Figure 1. The metal 1 layer (run 1).
Supply wires on this layer in grey.
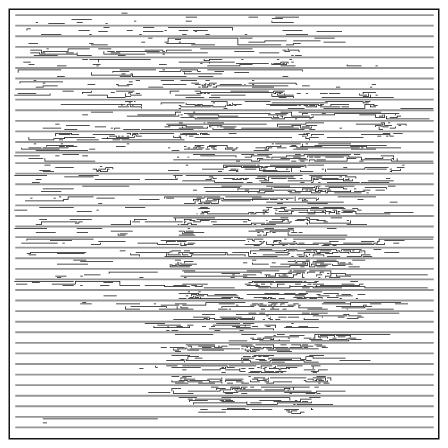
Figure 2. Metal 2 (run 1).
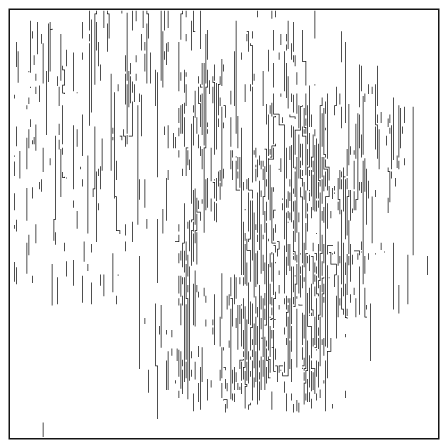
Figure 3. The metal 3 layer (run 1).
The bar under the picture is 20 um long.
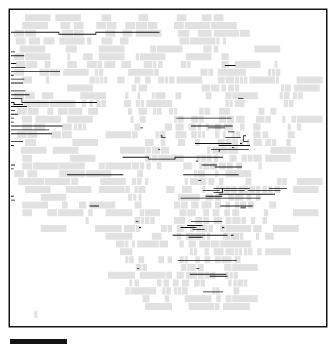
### config.mk
export PLATFORM = sky130hd
export DESIGN_NAME = vehicle_gate_ctrl
export DESIGN_NICKNAME = d
export VERILOG_FILES = /design/src/rtl/vehicle_gate_pkg.sv /design/src/rtl/edge_sync.sv /design/src/rtl/vehicle_gate_ctrl.sv
export SDC_FILE = /design/constraint.sdc
export NUM_CORES = 1
export LEC_CHECK = 0
export ABC_CLOCK_PERIOD_IN_PS = 3400
export CORE_UTILIZATION = 34
export DETAILED_ROUTE_END_ITERATION = 16
export PLACE_DENSITY = 0.52
export RECOVER_POWER = 100
export SETUP_SLACK_MARGIN = 0.5
export SYNTH_ARGS = -nofsm -noshare
export SYNTH_HDL_FRONTEND = slang
export SYNTH_SLANG_ARGS = --single-unit
export TNS_END_PERCENT = 5
### constraint.sdc
create_clock -name clk -period 3.4 [get_ports clk]
set_clock_uncertainty 0.2 [all_clocks]
set_input_delay 0.68 -clock clk [delete_from_list [all_inputs] [get_ports clk]]
set_output_delay 0.68 -clock clk [all_outputs]
set_load 0.02 [all_outputs]
### src/rtl/vehicle_gate_pkg.sv
// Shared types and default constants for the vehicle gate controller.
// Cycle counts are derived from the 50 MHz system clock.
package vehicle_gate_pkg;

  localparam int CLK_HZ          = 50_000_000;
  localparam int WIDTH_SPEED_DEF = 14;
  localparam int SPEED_LIMIT_DEF = 40;
  localparam int MAX_VEH_DEF     = 3;
  localparam int MIN_CYC_DEF     = CLK_HZ / 1000;
  localparam int TIMEOUT_CYC_DEF = CLK_HZ / 2;
  localparam int HOLD_CYC_DEF    = 3 * CLK_HZ;

  typedef enum logic [2:0] {
    S_IDLE,
    S_TIMING,
    S_CALC,
    S_WAIT_DONE,
    S_DECIDE,
    S_OPEN
  } state_t;

  function automatic int max_int(input int a, input int b);
    return (a > b) ? a : b;
  endfunction

endpackage

### src/rtl/edge_sync.sv
// Two-flop synchronizer plus rising-edge detect; rise is combinational off the
// synchronized level, so pin-to-rise is two clocks and the consumer registers it.
module edge_sync (
  input  logic clk,
  input  logic reset_n,
  input  logic async_in,
  output logic rise
);

  logic [2:0] sh;

  always_ff @(posedge clk or negedge reset_n) begin
    if (!reset_n) begin
      sh <= '0;
    end else begin
      sh <= {sh[1:0], async_in};
    end
  end

  assign rise = sh[1] & ~sh[2];

endmodule

### src/rtl/vehicle_gate_ctrl.sv
// Sequences the speed/occupancy datapath from beam sensors and decides barrier opening.
// Sensor pin to strobe is three clocks; all outputs registered, no backpressure (done is awaited).
module vehicle_gate_ctrl
  import vehicle_gate_pkg::*;
#(
  parameter int WIDTH_SPEED = WIDTH_SPEED_DEF,
  parameter int SPEED_LIMIT = SPEED_LIMIT_DEF,
  parameter int MAX_VEH     = MAX_VEH_DEF,
  parameter int MIN_CYC     = MIN_CYC_DEF,
  parameter int TIMEOUT_CYC = TIMEOUT_CYC_DEF,
  parameter int HOLD_CYC    = HOLD_CYC_DEF
) (
  input  logic                   clk,
  input  logic                   reset_n,
  input  logic                   sen1_in,
  input  logic                   sen2_in,
  input  logic                   exit_in,
  input  logic                   man_open,
  input  logic                   done,
  input  logic [1:0]             num_veh,
  input  logic [WIDTH_SPEED-1:0] speed,
  output logic                   init,
  output logic                   count,
  output logic                   cal,
  output logic                   up,
  output logic                   down,
  output logic                   en,
  output logic                   dis,
  output logic [WIDTH_SPEED-1:0] speed_q,
  output logic                   overspeed,
  output logic                   full,
  output logic                   err,
  output logic                   busy
);

  localparam int TMAX = max_int(TIMEOUT_CYC, HOLD_CYC);
  localparam int TW   = $clog2(TMAX + 1);

  localparam logic [TW-1:0]          T_SAT     = TW'(TMAX);
  localparam logic [TW-1:0]          T_MIN     = TW'(MIN_CYC);
  localparam logic [TW-1:0]          T_TIMEOUT = TW'(TIMEOUT_CYC);
  localparam logic [TW-1:0]          T_HOLD    = TW'(HOLD_CYC);
  localparam logic [WIDTH_SPEED-1:0] LIMIT     = WIDTH_SPEED'(SPEED_LIMIT);

  logic sen1_p, sen2_p, exit_p, man_p;

  edge_sync u_sen1 (.clk(clk), .reset_n(reset_n), .async_in(sen1_in),  .rise(sen1_p));
  edge_sync u_sen2 (.clk(clk), .reset_n(reset_n), .async_in(sen2_in),  .rise(sen2_p));
  edge_sync u_exit (.clk(clk), .reset_n(reset_n), .async_in(exit_in),  .rise(exit_p));
  edge_sync u_man  (.clk(clk), .reset_n(reset_n), .async_in(man_open), .rise(man_p));

  state_t        state;
  logic [TW-1:0] timer;
  logic [TW-1:0] timer_inc;

  // One timer serves both the sen1->sen2 measurement and the barrier hold; it saturates.
  assign timer_inc = (timer == T_SAT) ? timer : timer + 1'b1;

  // Outputs are registered, so each transition also loads the level outputs of its target state.
  always_ff @(posedge clk or negedge reset_n) begin
    if (!reset_n) begin
      state     <= S_IDLE;
      timer     <= '0;
      init      <= 1'b0;
      count     <= 1'b0;
      cal       <= 1'b0;
      up        <= 1'b0;
      down      <= 1'b0;
      en        <= 1'b0;
      dis       <= 1'b0;
      speed_q   <= '0;
      overspeed <= 1'b0;
      full      <= 1'b0;
      err       <= 1'b0;
      busy      <= 1'b0;
    end else begin
      cal  <= 1'b0;
      up   <= 1'b0;
      dis  <= 1'b0;
      down <= exit_p && (num_veh != 2'd0);
      en   <= man_p;

      case (state)
        S_IDLE: begin
          if (sen1_p) begin
            state     <= S_TIMING;
            timer     <= '0;
            overspeed <= 1'b0;
            full      <= 1'b0;
            err       <= 1'b0;
            init      <= 1'b0;
            count     <= 1'b1;
            busy      <= 1'b1;
          end else begin
            init  <= 1'b1;
            count <= 1'b0;
            busy  <= 1'b0;
          end
        end

        S_TIMING: begin
          timer <= timer_inc;
          if (sen2_p && (timer < T_MIN)) begin
            state <= S_IDLE;
            err   <= 1'b1;
            count <= 1'b0;
            init  <= 1'b1;
            busy  <= 1'b0;
          end else if (sen2_p) begin
            state <= S_CALC;
            count <= 1'b0;
            cal   <= 1'b1;
          end else if (timer_inc >= T_TIMEOUT) begin
            state <= S_IDLE;
            err   <= 1'b1;
            count <= 1'b0;
            init  <= 1'b1;
            busy  <= 1'b0;
          end
        end

        S_CALC: state <= S_WAIT_DONE;

        S_WAIT_DONE: begin
          if (done) begin
            speed_q <= speed;
            state   <= S_DECIDE;
          end
        end

        S_DECIDE: begin
          if (speed_q > LIMIT) begin
            overspeed <= 1'b1;
            state     <= S_IDLE;
            init      <= 1'b1;
            busy      <= 1'b0;
          end else if (int'(num_veh) >= MAX_VEH) begin
            full  <= 1'b1;
            state <= S_IDLE;
            init  <= 1'b1;
            busy  <= 1'b0;
          end else begin
            up    <= 1'b1;
            timer <= '0;
            state <= S_OPEN;
          end
        end

        S_OPEN: begin
          timer <= timer_inc;
          if (timer_inc >= T_HOLD) begin
            dis   <= 1'b1;
            state <= S_IDLE;
            init  <= 1'b1;
            busy  <= 1'b0;
          end
        end

        default: begin
          state <= S_IDLE;
          init  <= 1'b1;
          count <= 1'b0;
          busy  <= 1'b0;
        end
      endcase
    end
  end

endmodule
==> summary.txt, run 1 <==
yosys + openroad results -> outcome=finished, final reports clean, clock buffer depth=2, Final Instance Area=roughly 4900 um^2, Max-area cell class=combinational gates, Gate Area=roughly 2100 um^2, fill cell count=approximately 1.1k, Crit Path Max Fanout=10, Final Util=43.1%, Layout area overhead=23.9%, kind of critical path=register to register, startpoint types=register, Worst Max-Slew Pin Slew=around 1300 ps, Setup crit start=timer[4]$_DFFE_PN0P_, crit-path cells=nand3_1 -> clkbuf_1 -> nor4_1 -> buf_4 -> and3_1 -> mux2i_1 -> a2bb2oi_2 -> o211ai_1 -> a32o_1, vias per inst=roughly 5.8, Cell Type Count=62, Cells after Synth=444, Starting DRT DRC Count=294, Setup TNS=0 ps, VDD IR max=about 0.00041 V, count of warnings emitted by yosys=0, Sink Count=68, Synth Seq Share=42.8%, Yosys Chip Area=~4000 um^2, flop share of the area=around a third, GRT Residual Overflow=0, CTS Buf Count=9, H-tree depth=3, Final Setup Violations=0, first-pass GRT wire length=18.1 mm, Async SR Flop Fraction=100%, worst r2r src=timer[4]$_DFFE_PN0P_, Final Max Tran Viols=0, Hold Crit Class=register to register
-- Figure 1 (at the start) --
main direction: horizontal
share of all routed wire: 47%
nets with wire on the layer: 467
DRT Wirelength: 11.1 mm
vias post-DR: 3681
met1 Usage GRT: 27.7%

-- Figure 2 (at the start) --
wire length on this layer: 4990 um
nets with wire on the layer: 432
main direction: vertical
longest straight run: 38.5 um
met2 Use GR: 28.9%

-- Figure 3 (at the start) --
longest straight run: 27.6 um
share of all routed wire: 5.4%
wire length on this layer: 596 um
nets with wire on the layer: 60
main direction: horizontal
met3 Use GR: 3.76%

[run 1: report_power, final]
group	internal (mW)	switching, mW
Sequential	0.976	0.192
Combinational	0.527	0.719
Clock	0.605	0.350
[run 1: layout by cell type, fill, tap and decap left out, drive strengths merged, types with 4 or more instances in the layout]
cell type	instances
mux2	15
a21oi	20
and3	11
and4	8
clkdlybuf4s50	15
dfrtp	68
nand2	35
nor2	29
xnor2	5
a21o	5
a211oi	5
o21ai	48
clkbuf	17
nand3	15
nand4	15
nor4	13
o31ai	5
inv	14
dlygate4sd3	31
o41ai	8
o2111ai	4
buf	15
and2	9
or4	5
nor3	9
or3	9
nor2b	5
a31oi	14
[run 1: critical path: cells and delay by family (launching register included)]
family	cells	cell delay, ps
and+or+nand+nor	3	770
AOI/OAI and AO/OA	3	670
buffers and inverters	2	490
DFF	1	440
muxes	1	280
[run 1: cells by family after synthesis]
| kind of cell | Yosys count | synth area share (%) |
|---|---|---|
| buffers and inverters | 51 | 5.26 |
| AND/OR/NAND/NOR | 171 | 24.0 |
| XOR/XNOR | 7 | 1.54 |
| multiplexers | 18 | 5.01 |
| flip-flops | 68 | 42.8 |
| adder cells (fa/ha/maj) | 2 | 0.630 |
| AND-OR/OR-AND | 127 | 20.7 |
[run 1: cell usage after synthesis, types with 5 or more instances]
| master | n | area [um^2] |
|---|---|---|
| nor4_1 | 12 | 75.1 |
| o21ai_0 | 47 | 235 |
| a211oi_1 | 5 | 37.5 |
| nand2_1 | 35 | 131 |
| o41ai_1 | 7 | 61.3 |
| dfrtp_1 | 68 | 1700 |
| and3_1 | 10 | 62.6 |
| nor3_1 | 9 | 45.0 |
| a31oi_1 | 14 | 87.6 |
| xnor2_1 | 5 | 43.8 |
| or3_1 | 9 | 56.3 |
| and2_1 | 8 | 50.1 |
| a21oi_1 | 19 | 95.1 |
| mux2_2 | 15 | 169 |
| nand3_1 | 15 | 75.1 |
| nor2b_1 | 5 | 31.3 |
| buf_2 | 9 | 45.0 |
| o31ai_1 | 5 | 37.5 |
| nor2_1 | 29 | 109 |
| a21o_1 | 5 | 37.5 |
| and4_1 | 7 | 61.3 |
| clkbuf_1 | 24 | 90.1 |
| nand4_1 | 14 | 87.6 |
| inv_1 | 14 | 52.6 |
[run 1: final timing paths]
check                                    endpoint  slack (ps)  cells after the start
setup / recovery                  err$_DFFE_PN0P_         440                      9
hold / removal             u_exit.sh[1]$_DFF_PN0_         150                      0
setup reg to reg                  err$_DFFE_PN0P_         440                      9
hold reg to reg            u_exit.sh[1]$_DFF_PN0_         150                      0
max in group asynchronous  u_sen1.sh[2]$_DFF_PN0_         880                      2
min in group asynchronous    timer[5]$_DFFE_PN0P_         380                      1
[run 1: sequential cells by signal, summed over array words and instances, names as in the netlist]
signal and cells:
u_exit.sh 3, up 1, cal 1, u_man.sh 3, speed_q 14, init 1
dis 1, u_sen1.sh 3, full 1, busy 1, en 1, down 1
overspeed 1, err 1, timer 28, state 3, count 1, u_sen2.sh 3
[run 1: metrics by stage]
stage,cells,worst slack (ps)
after floorplan,444,728
after global placement,613,438
after detailed placement,613,291
after CTS,632,510
after global routing,632,272
final,632,436
## Run 2: what changed since run 1
--- a/config.mk
+++ b/config.mk
@@ -6,10 +6,12 @@
 export NUM_CORES = 1
 export LEC_CHECK = 0
 export ABC_CLOCK_PERIOD_IN_PS = 3400
+export CORE_MARGIN = 2
 export CORE_UTILIZATION = 34
 export DETAILED_ROUTE_END_ITERATION = 16
 export PLACE_DENSITY = 0.52
 export RECOVER_POWER = 100
+export REMOVE_ABC_BUFFERS = 1
 export SETUP_SLACK_MARGIN = 0.5
 export SYNTH_ARGS = -nofsm -noshare
 export SYNTH_HDL_FRONTEND = slang
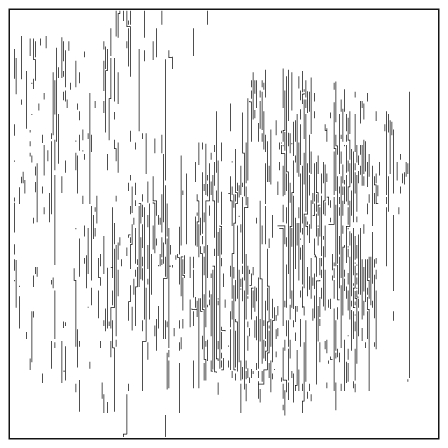
Figure 4: run 2, metal 2.
longest straight run: 74.8 um
nets with wire on the layer: 438
vias post-DR: 3632
DRT Wirelength: 11.0 mm

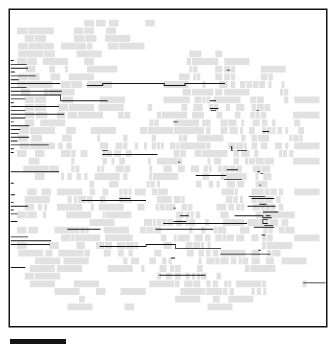
Figure 5: run 2, the metal 3 layer.
The bar under the picture is 20 um long.
longest straight run: 29.4 um
main direction: horizontal
nets with wire on the layer: 67
share of all routed wire: 5.5%
met3 Use GR: 5.29%

==> run 2 against run 1 <==
The run now ends with capacitance limit, slew limit left. Sequential share of layout area fell by 0.66 points. Critical path depth is 2 lower. Via count shrank 1.3%. Synthesized area did not move. Synthesized cell count did not move. Wire length decreased by 1.1%. Combinational power hardly changed. Final area is 1.9% higher. Register-to-register slack hardly changed. Clock power up 7%.
==> summary.txt, run 2 <==
yosys + openroad results -> clock power share=between 20% and 30%, Crit Path Max Fanout=9, top flop regs=timer: 28 flops, speed_q: 14 flops, P_sw=1.29 mW, GRT Residual Overflow=0, max FFs per register=28, Worst Max-Slew Pin Slew=1700 ps, first-pass GRT wire length=18.1 mm, Final Max Tran Viols=69, H-tree depth=3, Max Cap Violations=1, Layout Cells excl Fill=635, Top cell excl fill/tap=dfrtp_1, Sequential Power Share=around a third, cell taking the most area after synthesis=dfrtp_1, Cells after Synth=between 400 and 500, failing checks=capacitance limit, slew limit, outcome=complete, but fails checks, Final Setup Violations=0, Yosys Chip Area=3970 um^2
run 2: stage by stage:
stage	worst slack, ps	power, mW	utilization, %	area [um^2]
finish	433	3.45	43.9	5020
global route	257	3.67	43.9	5020
CTS	492	3.50	43.3	4940
detailed placement	305	2.46	40.1	4580
global placement	287	2.44	40.1	4580
floorplan	533	1.89	-	3820
run 2: area by class of cell:
| class | count | area (um^2) | area share, % |
|---|---|---|---|
| clock buffers | 9 | 225 | 4.49 |
| clock inverters | 7 | 98.8 | 1.97 |
| repair buffers | 69 | 623 | 12.4 |
| multi-input cells | 325 | 2130 | 42.4 |
| flip-flops and latches | 68 | 1710 | 34.1 |
| inverters | 14 | 52.6 | 1.05 |
| well taps | 143 | 179 | 3.57 |
run 2: metal layers:
metal | GRT usage (%) | wire (um) | vias to the layer above
li1 | - | - | 1744
met1 | 24.4 | 5050 | 1757
met2 | 28.2 | 5160 | 117
met3 | 5.29 | 605 | 14
met4 | 4.47 | 153 | 0
met5 | 0 | 0 | -
run 2: cell families after synthesis:
group,after synthesis,synth area share [%]
AND-OR/OR-AND,127,20.7
XOR/XNOR,7,1.54
adder cells (fa/ha/maj),2,0.630
buffers and inverters,51,5.26
flip-flops,68,42.8
multiplexers,18,5.01
AND/OR/NAND/NOR,171,24.0
run 2: power by group through the flow:
| stage | Combinational, mW | Clock, mW | Sequential (mW) |
|---|---|---|---|
| floorplan | 0.617 | 0 | 1.27 |
| global placement | 1.28 | 0 | 1.17 |
| detailed placement | 1.28 | 0 | 1.17 |
| CTS | 1.29 | 1.05 | 1.17 |
| global route | 1.40 | 1.08 | 1.19 |
| finish | 1.27 | 1.02 | 1.16 |
run 2: repair_timing:
item / 4_1_cts / 5_1_grt
gates resized: 8 / 15
hold endpoints to repair: 0 / 0
setup endpoints to repair: 7 / 7
pin swaps: 0 / 2
buffers inserted: 2 / 5
run 2: worst paths after layout:
check / endpoint / slack, ps / depth (start not counted)
setup reg to reg: state[0]$_DFFE_PN0P_ / 430 / 7
hold / removal: u_sen2.sh[1]$_DFF_PN0_ / 150 / 0
min in group asynchronous: timer[3]$_DFFE_PN0P_ / 570 / 1
hold reg to reg: u_sen2.sh[1]$_DFF_PN0_ / 150 / 0
setup / recovery: state[0]$_DFFE_PN0P_ / 430 / 7
max in group asynchronous: timer[7]$_DFFE_PN0P_ / 1270 / 1
run 2: worst max-delay path, stage by stage, from the launching register on:
cell and delay, ps:
dfrtp_1 490, nand3_1 170, or4_1 690, or4_1 550, and2_4 200, o41ai_4 310, a21o_1 150, a31oi_1 70
Power figures rest on the tool's default switching activity, not on a simulated workload.
